<file path="src/rtl/output_line_buffer.sv">
// First-word-fall-through FIFO buffering a CPU output line for a consumer.
// Optional saturating drop counter enabled by `OUTPUT_LINE_DROP_COUNT_EN.
module output_line_buffer #(
   parameter int BITS  = 16,
   parameter int DEPTH = 4
) (
   input  logic                     clk,
   input  logic                     rst,
   input  logic                     wr_en,
   input  logic [BITS-1:0]          wr_data,
   output logic                     out_valid,
   input  logic                     out_ready,
   output logic [BITS-1:0]          out_data,
   output logic                     full,
   output logic [$clog2(DEPTH):0]   count,
   output logic                     overflow,
   output logic [7:0]               drop_count
);

   localparam int AW = $clog2(DEPTH);
   localparam int CW = AW + 1;
   localparam logic [CW-1:0] FULL_CNT = CW'(DEPTH);

   logic [BITS-1:0] mem [DEPTH];
   logic [AW-1:0]   wptr;
   logic [AW-1:0]   rptr;
   logic [CW-1:0]   cnt;
   logic            ovf;

   logic pop;
   logic push;
   logic drop;

   // Outputs come only from registered state (count compare, read mux).
   assign out_valid = (cnt != '0);
   assign full      = (cnt == FULL_CNT);
   assign count     = cnt;
   assign overflow  = ovf;
   assign out_data  = mem[rptr];

   assign pop  = out_valid & out_ready;
   assign push = wr_en & (~full | pop);
   assign drop = wr_en & full & ~pop;

   always_ff @(posedge clk) begin
      if (push && rst)
         mem[wptr] <= wr_data;
   end

   always_ff @(posedge clk) begin
      if (!rst) begin
         wptr <= '0;
         rptr <= '0;
         cnt  <= '0;
         ovf  <= 1'b0;
      end else begin
         if (push)
            wptr <= wptr + AW'(1);
         if (pop)
            rptr <= rptr + AW'(1);
         unique case ({push, pop})
            2'b10:   cnt <= cnt + CW'(1);
            2'b01:   cnt <= cnt - CW'(1);
            default: cnt <= cnt;
         endcase
         if (drop)
            ovf <= 1'b1;
      end
   end

`ifdef OUTPUT_LINE_DROP_COUNT_EN
   logic [7:0] drops;

   always_ff @(posedge clk) begin
      if (!rst)
         drops <= '0;
      else if (drop && drops != 8'hFF)
         drops <= drops + 8'd1;
   end

   assign drop_count = drops;
`else
   assign drop_count = 8'd0;
`endif

endmodule
</file>
<file path="config.mk">
export PLATFORM = sky130hd
export DESIGN_NAME = output_line_buffer
export DESIGN_NICKNAME = d
export VERILOG_FILES = /design/src/rtl/output_line_buffer.sv
export SDC_FILE = /design/constraint.sdc
export NUM_CORES = 1
export LEC_CHECK = 0
export ABC_AREA = 1
export CAP_MARGIN = 30
export CORE_MARGIN = 5
export CORE_UTILIZATION = 32
export DETAILED_ROUTE_END_ITERATION = 8
export GPL_TIMING_DRIVEN = 0
export PLACE_DENSITY_LB_ADDON = 0.12
export SETUP_SLACK_MARGIN = 0.5
export SYNTH_ARGS = -nofsm -noshare
export SYNTH_HDL_FRONTEND = slang
export SYNTH_SLANG_ARGS = --single-unit
</file>
<file path="constraint.sdc">
create_clock -name clk -period 2.5 [get_ports clk]
set_input_delay 0.25 -clock clk [delete_from_list [all_inputs] [get_ports clk]]
set_output_delay 0.25 -clock clk [all_outputs]
set_load 0.03 [all_outputs]
</file>
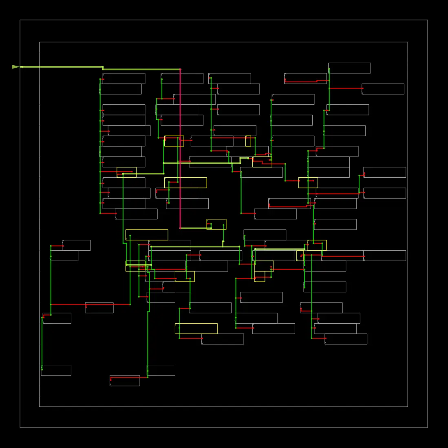
(run_1/clock_nets.png)
Sink Count: 74
skew final: 0.0126 ns
P_clk: 1.07 mW
Insertion Delay late pin: 0.34 ns

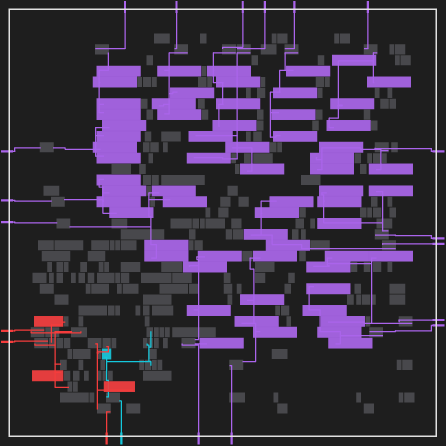
(run_1/port_trees.png)
(4 px per um)
Key: count = red [bits 3, direction output, edge 2 left, 1 bottom, end cells 3, wire 106 um]; out_valid = cyan [bits 1, direction output, edge bottom, end cells 1, wire 41.3 um]; wr_data = purple [bits 16, direction input, edge 6 top, 5 right, 3 left, 2 bottom, end cells 64, wire 819 um]

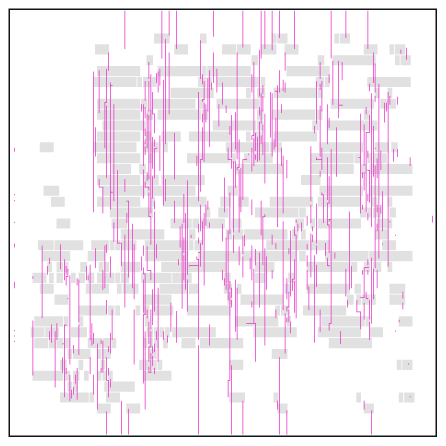
(run_1/m2.png)
(4 px per um)
The wires run mostly vertical. The layer carries 2,990 um of wire. 246 nets have wire on it. The longest straight run is 43.5 um.

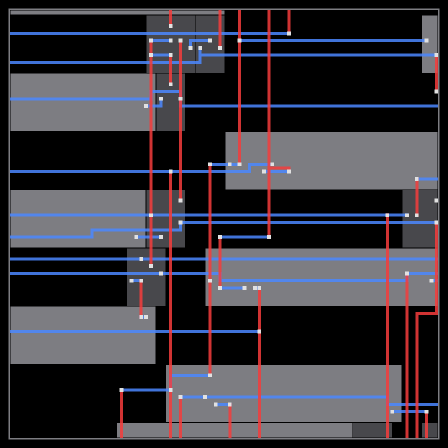
(run_1/closeup.png)
Window x 70 to 90, y 70 to 90 um. Cells in gray, sequential cells in the stronger gray; small squares are vias.
Key: M2 = red; M1 = blue
Sequential cells in the window: 6. Most frequent: edfxtp_1 (6), o21ai_1 (3), nor2_1 (2). 12 logic cells have their middle in the window. Netlist names of flops here include mem (6).

==> notes.md, run 1 <==
yosys + openroad results -> GRT Util Overall 11.6%, RSZ-0062 raised after global routing true, delay-heaviest family, CP buffers and inverters, FMAX 524 MHz, Leak 1.40 nW, Signal buffers 60, initial antenna violation count 0, Pre-Place Util 32.5%, Worst Path Max Fanout 10, kind of critical path reg -> out, biggest area cells edfxtp_1 (65%), dfxtp_1 (6.7%), nor2_1 (5.3%), Layout clock area frac 5.99%, Root Buffer clkbuf_8, Clock power frac 28.9%, ys async rst share 0%, # IOs 50, xor+xnor area frac 0%, GPL Wtd Cong 0.683, Log Warnings 31, Yosys Chip Area 2970 um^2, FP Rows 35, Adder Area Share 2.78%, Antenna Nets Post-Route 0, Well Taps 111, first-pass GRT wire length 9.83 mm, final wirelength 6.26 mm, Max Cap Viol 0, top cell category flip-flops and latches, GR peak layer met2, syn avg cell area 12.3 um^2, Die Y-Extent 106 um, Min Clock Period, post-route 1.91 ns, Reg clk slew, reported paths 0.08 ns, Layout Nets 329, GR Util met2 18.9%, Met2 Wirelength 2.99 mm, H-tree depth 3, endpoints failing setup 0, hold_ws 0.465 ns, DRC viols 0, Top Metal Used met4, cell count after synthesis 241, main kind of combinational logic by area AND-OR/OR-AND gates, MI comb area 719 um^2, vias in the first global route 1,939, CTS tree yes, Layout area overhead 29.3%, peak supply drop 0.506 mV, hold buffer count at CTS 0, Sw Share 33.0%, largest net degree at the start of global routing 17, Sequential Power Share 40.2%, met1 Use GR 14.4%, Synth flops 74, sequential area share after synthesis 71.4%, delay of the slowest critical-path stage 0.37 ns, register share of the cell area 55.3%, post-layout period usage 76.3%, Worst EP required 2.25 ns, met3 Resource Use GR 4.07%, logic gate share of total power 30.9%, dpl hpwl 4.16 mm, total chip power 3.70 mW, slowest stage cell, crit path dfxtp_1, status finished clean, Top Layout Cells edfxtp_1 (64), nor2_1 (38), o21ai_1 (28), clkdlybuf4s50_1 (25), inv_1 (18), post-route insts no fill 418, logic share of the area 18.7%, Synth warnings 0, Post CTS Setup Buffer Count 0, internal power 2.48 mW, Power per Cell Area 962 nW/um^2, clkbuf count 9, Net Switching 1.22 mW, setup TNS 0 ns, share of layout cells above drive strength 1 20.5%, Synth top cells by count edfxtp_1 (64), nor2_1 (42), o21ai_1 (28), Signal buf overhead 14.4%, Critical Path AT 1.66 ns, Post-Route M1 WL 2.93 mm, I/O Buffers 41, DP Worst Slack 0.103 ns, critical path endpoint category primary output, Critical Path, Cell by Cell inv_2 > buf_4 > nor2_1 > o22ai_1 > clkdlybuf4s15_2, Fin. Hold Viols 0, Post-Place Cells 403, Yosys cell types 22, Worst setup SP type flip-flop, Top cell area share 64.6%, total CTS buffers 9, drt wl/cell 15.0 um, register area 2130 um^2, AO/OA Area Share 10.1%, DRT Pass-1 Iters 6, Core ar. 9150 um^2
run 1: power by group through the flow:
stage | Clock, mW | Sequential [mW] | Combinational, mW
2_1_floorplan | 0 | 1.54 | 0.692
3_3_place_gp | 0 | 1.51 | 1.19
3_5_place_dp | 0 | 1.51 | 1.20
4_1_cts | 1.09 | 1.49 | 1.17
5_1_grt | 1.14 | 1.50 | 1.26
6_report | 1.07 | 1.49 | 1.14
run 1: sequential cells by signal (all words and copies together) (netlist names), named ones only:
signal	flops
count	3
wptr	2
rptr	2
overflow	1
mem	64
run 1: path summary, 6_finish.rpt:
kind | startpoint | to | slack, ns | cells past startpoint
max | flip-flop | out_data[6] | 0.59 | 5
max reg2reg | count[0] | mem[1][10] | 0.71 | 5
min | overflow | overflow | 0.46 | 2
min reg2reg | overflow | overflow | 0.46 | 2
==> run 2: changes to the inputs <==
clock period = 1.66 ns   (was 2.5 ns; I/O delays follow)
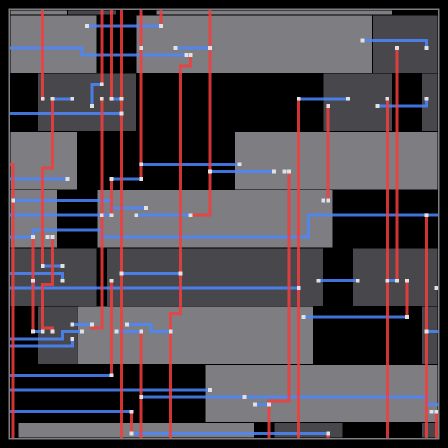
(run_2/closeup.png)
Window x 70 to 90, y 70 to 90 um. Cells in gray, sequential cells in the stronger gray; small squares are vias.
Key: M1 = blue; M2 = red
12 logic cells have their middle in the window. Most frequent: edfxtp_1 (5), nor2_4 (2). Netlist names of flops here include mem (5). Sequential cells in the window: 5.

==> notes.md, run 2 <==
yosys + openroad results -> Clock power frac 23.5% (-5.4 points), Hold Crit Depth 1 (-1), I/O Buffers 41 (unchanged), Antenna Nets Post-Route 0 (unchanged), Min Clock Period, post-route 1.68 ns, delay of the slowest critical-path stage 0.37 ns (about the same), violated checks negative setup slack, Max power group combinational cells, Net Switching 2.41 mW (+98%), met1 Use GR 16.3% (+1.9 points), Critical Path AT 1.93 ns (+0.27 ns), Fin. Hold Viols 0 (unchanged), register with the most flip-flops mem, GPL Wtd Cong 0.717 (+5.1%), GRT Util Overall 13.1% (+1.6 points), logic gate share of total power 44.4% (+14 points), Pre-Place Util 32.5% (unchanged), Top Metal Used met4, DRC viols 0 (unchanged), Layout Nets 355 (+7.9%), Sink Count 74 (unchanged), Reg2Reg Depth 14 (+9), Power per Cell Area 1490 nW/um^2 (+54%), AO/OA Area Share 10.1% (unchanged), drt wl/cell 16.2 um (+8.0%), RSZ-0062 raised after global routing true, syn avg cell area 12.3 um^2 (unchanged), DP Worst Slack -0.753 ns (-0.856 ns), Yosys cell types 22 (unchanged), setup TNS -0.0308 ns (-0.0308 ns), Largest register FFs 64 (unchanged), internal power 4.71 mW (+90%), Die Y-Extent 106 um (unchanged), final wirelength 7.20 mm (+15%), biggest area cells edfxtp_1 (65%), dfxtp_1 (6.7%), nor2_1 (5.3%), Adder Area Share 2.78% (unchanged), endpoints failing setup 2 (+2), Critical Path Stages 14 (+9), largest net degree at the start of global routing 17 (unchanged), sequential area share after synthesis 71.4% (unchanged), met3 Resource Use GR 3.22% (-0.85 points), Critical Path, Cell by Cell nor2_4 > buf_6 > nand2_4 > nand2_4 > inv_4 > ha_4 > inv_4 > fa_2 > inv_2 > nand2_2 > nand3_2 > nand2_1 > nand2_1 > nor2_1, delay-heaviest family, CP adder cells, Insertion Delay late pin 0.34 ns (about the same), vias in the first global route 2,155 (+11%), P_seq 2.28 mW (+53%), GR peak layer met2, kind of critical path reg -> reg, # IOs 50 (unchanged), ys async rst share 0% (unchanged), r2r setup slk -0.02 ns (-0.73 ns), Post-Route M1 WL 3.19 mm (+8.6%), Root Buffer clkbuf_8, slowest stage cell, crit path dfxtp_4, setup ws final -0.0248 ns, Synth top cells by count edfxtp_1 (64), nor2_1 (42), o21ai_1 (28), dpl hpwl 4.21 mm (+1.3%), Core ar. 9150 um^2 (unchanged), Critical Path Source count[1], status finished, violations left, GR Util met2 22.0% (+3.2 points), total CTS buffers 9 (unchanged), H-tree depth 3 (unchanged), CTS tree yes, Met2 Wirelength 3.69 mm (+23%), xor+xnor area frac 0% (unchanged), share of layout cells above drive strength 1 50.9% (+30 points), final instance area 4790 um^2, Sw Share 33.9% (+0.88 points), Post-Place Cells 401 (-0.50%), Synth warnings 0 (unchanged), total chip power 7.12 mW (+93%), post-route insts no fill 445 (+6.5%), Synth flops 74 (unchanged), post-layout period usage 101%, Worst Path Max Fanout 2 (-8), Max Cap Viol 0 (unchanged), hold_ws 0.451 ns (-0.0140 ns), Worst setup SP type flip-flop, FMAX 594 MHz, initial antenna violation count 0 (unchanged), RR Startpoint count[1], CP endpoint count[2], Hold Path Origin wr_data[7], Top cell area share 64.6% (unchanged), first-pass GRT wire length 11.2 mm (+14%), hold buffer count at CTS 0 (unchanged), P_clk 1.68 mW (+57%), skew final 0.0122 ns (-0.000384 ns), DRT Pass-1 Iters 4 (-2), Yosys Chip Area 2970 um^2 (unchanged), Worst EP required 1.91 ns (-0.34 ns), Layout area overhead 61.2%, main kind of combinational logic by area AND-OR/OR-AND gates, peak supply drop 0.950 mV (+88%)
run 2: repair_timing:
action,in CTS,in global routing
resized,242,37
setup endpoints to repair,89,93
pin swaps,22,19
gates cloned,3,2
buffers inserted,17,6
run 2: area by class of cell:
class | instances | area [um^2] | area share (%)
multi-input combinational | 137 | 1160 | 24.2
inverter | 21 | 101 | 2.11
timing repair buffer | 70 | 810 | 16.9
tap | 111 | 139 | 2.90
buffer | 16 | 200 | 4.18
sequential | 74 | 2140 | 44.7
clock buffer | 9 | 124 | 2.58
clock inverter | 7 | 118 | 2.45
run 2: worst min path at each step:
| stage | to |
|---|---|
| after floorplan | mem[0][0] |
| after global placement | overflow |
| after detailed placement | overflow |
| after CTS | mem[3][7] |
| after global routing | mem[3][11] |
| final | mem[0][7] |
==> run 3: changes to the inputs <==
SETUP_SLACK_MARGIN = 0.15   (was 0.5)
==> notes.md, run 3 <==
yosys + openroad results -> status finished clean, Signal buf overhead 22.1% (+1.0 points), Yosys cell types 22 (unchanged), P_clk 1.52 mW (-10%), delay-heaviest family, CP buffers and inverters, final wirelength 7.00 mm (-2.7%), Worst EP required 1.49 ns (-0.42 ns), DRT Pass-1 Iters 4 (unchanged), Critical Path, Cell by Cell buf_6 > buf_8 > o21ai_2 > o22ai_2 > buf_6, MI comb area 1030 um^2 (-11%), Signal buffers 92 (+7.0%), Max power group combinational cells, AO/OA Area Share 10.1% (unchanged), Hold Crit Depth 3 (+2), ys async rst share 0% (unchanged), endpoints failing setup 0 (-2), Layout area overhead 56.3%, met1 Use GR 15.1% (-1.2 points), syn avg cell area 12.3 um^2 (unchanged), internal power 4.27 mW (-9.3%), biggest area cells edfxtp_1 (65%), dfxtp_1 (6.7%), nor2_1 (5.3%), kind of critical path reg -> out, Clock power frac 23.4% (about the same), delay of the slowest critical-path stage 0.43 ns (+0.06 ns), peak supply drop 0.856 mV (-9.9%), drt wl/cell 15.5 um (-4.0%), register area 2140 um^2 (about the same), RSZ-0062 raised after global routing true, sequential area share after synthesis 71.4% (unchanged), I/O Buffers 41 (unchanged), Net Switching 2.25 mW (-6.6%), first-pass GRT wire length 11.0 mm (-1.7%), Root Buffer clkbuf_8, dpl hpwl 4.08 mm (-3.2%), Min Clock Period, post-route 1.63 ns (-0.0596 ns), number of non-clock inverters 21 (unchanged), Sw Share 34.5% (+0.67 points), P_seq 2.29 mW (about the same), Seq cells 74 (unchanged), logic gate share of total power 41.5% (-2.9 points), initial antenna violation count 0 (unchanged), GPL Wtd Cong 0.698 (-2.6%), final instance area 4650 um^2 (-3.1%), Die Y-Extent 106 um (unchanged), Fin. Hold Viols 0 (unchanged), Layout clock area frac 4.66% (-0.38 points), register share of the cell area 46.1% (+1.4 points), Core ar. 9150 um^2 (unchanged), Critical Path Stages 5 (-9), Yosys Chip Area 2970 um^2 (unchanged), slowest stage cell, crit path dfxtp_4, largest net degree at the start of global routing 14 (-3), clkbuf count 9 (unchanged), xor+xnor area frac 0% (unchanged), GRT Util Overall 12.9% (-0.26 points), Synth warnings 0 (unchanged), register with the most flip-flops mem, Post-Route M1 WL 2.99 mm (-6.1%), Layout Nets 361 (+1.7%), Insertion Delay late pin 0.34 ns (about the same), Top Metal Used met4, hold buffer count at CTS 0 (unchanged), Synth top cells by count edfxtp_1 (64), nor2_1 (42), o21ai_1 (28), Adder Area Share 2.78% (unchanged), Met2 Wirelength 3.54 mm (-4.0%), main kind of combinational logic by area AND-OR/OR-AND gates, Sink Count 74 (unchanged), Pre-Place Util 32.5% (unchanged), post-layout period usage 97.9% (-3.6 points), met3 Resource Use GR 4.92% (+1.7 points), Largest register FFs 64 (unchanged), Max Cap Viol 0 (unchanged), CTS tree yes, Comb gates 137 (unchanged), Top cell area share 64.6% (unchanged), Reg2Reg Depth 12 (-2), GR peak layer met2
run 3: cell count changes in the layout (fill, tap and decap cells not counted), moves of 4 or more:
cell,change
nor2_4,-6
o21ai_4,-8
o22ai_1,+4
o21ai_2,+13
dlygate4sd2_1,+5
o21ai_1,-5
nor2_1,+9
run 3: stage by stage:
step,total power [mW],hold slack (ns),setup WS [ns],TNS (ns)
floorplan,3.44,0.265,0.00825,0
global placement,4.15,0.449,-0.783,-47.35
detailed placement,4.16,0.451,-0.737,-40.99
CTS,6.25,0.296,-0.0397,-0.160
global route,6.86,0.337,-0.0479,-0.251
finish,6.52,0.346,0.0348,0
run 3: what timing repair did:
action / in CTS / in global routing
cloned: 2 / 1
setup buffers: 24 / 7
gates resized: 186 / 57
pin swaps: 26 / 27
endpoints found under the setup margin: 88 / 84
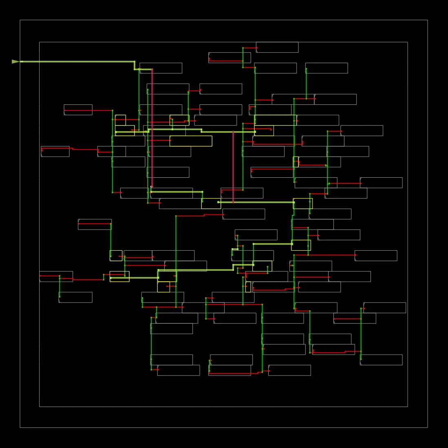
(run_3/clock_nets.png)
skew final: 0.00909 ns
total CTS buffers: 9

No activity file was given, so power comes from the tool's default toggle rates.
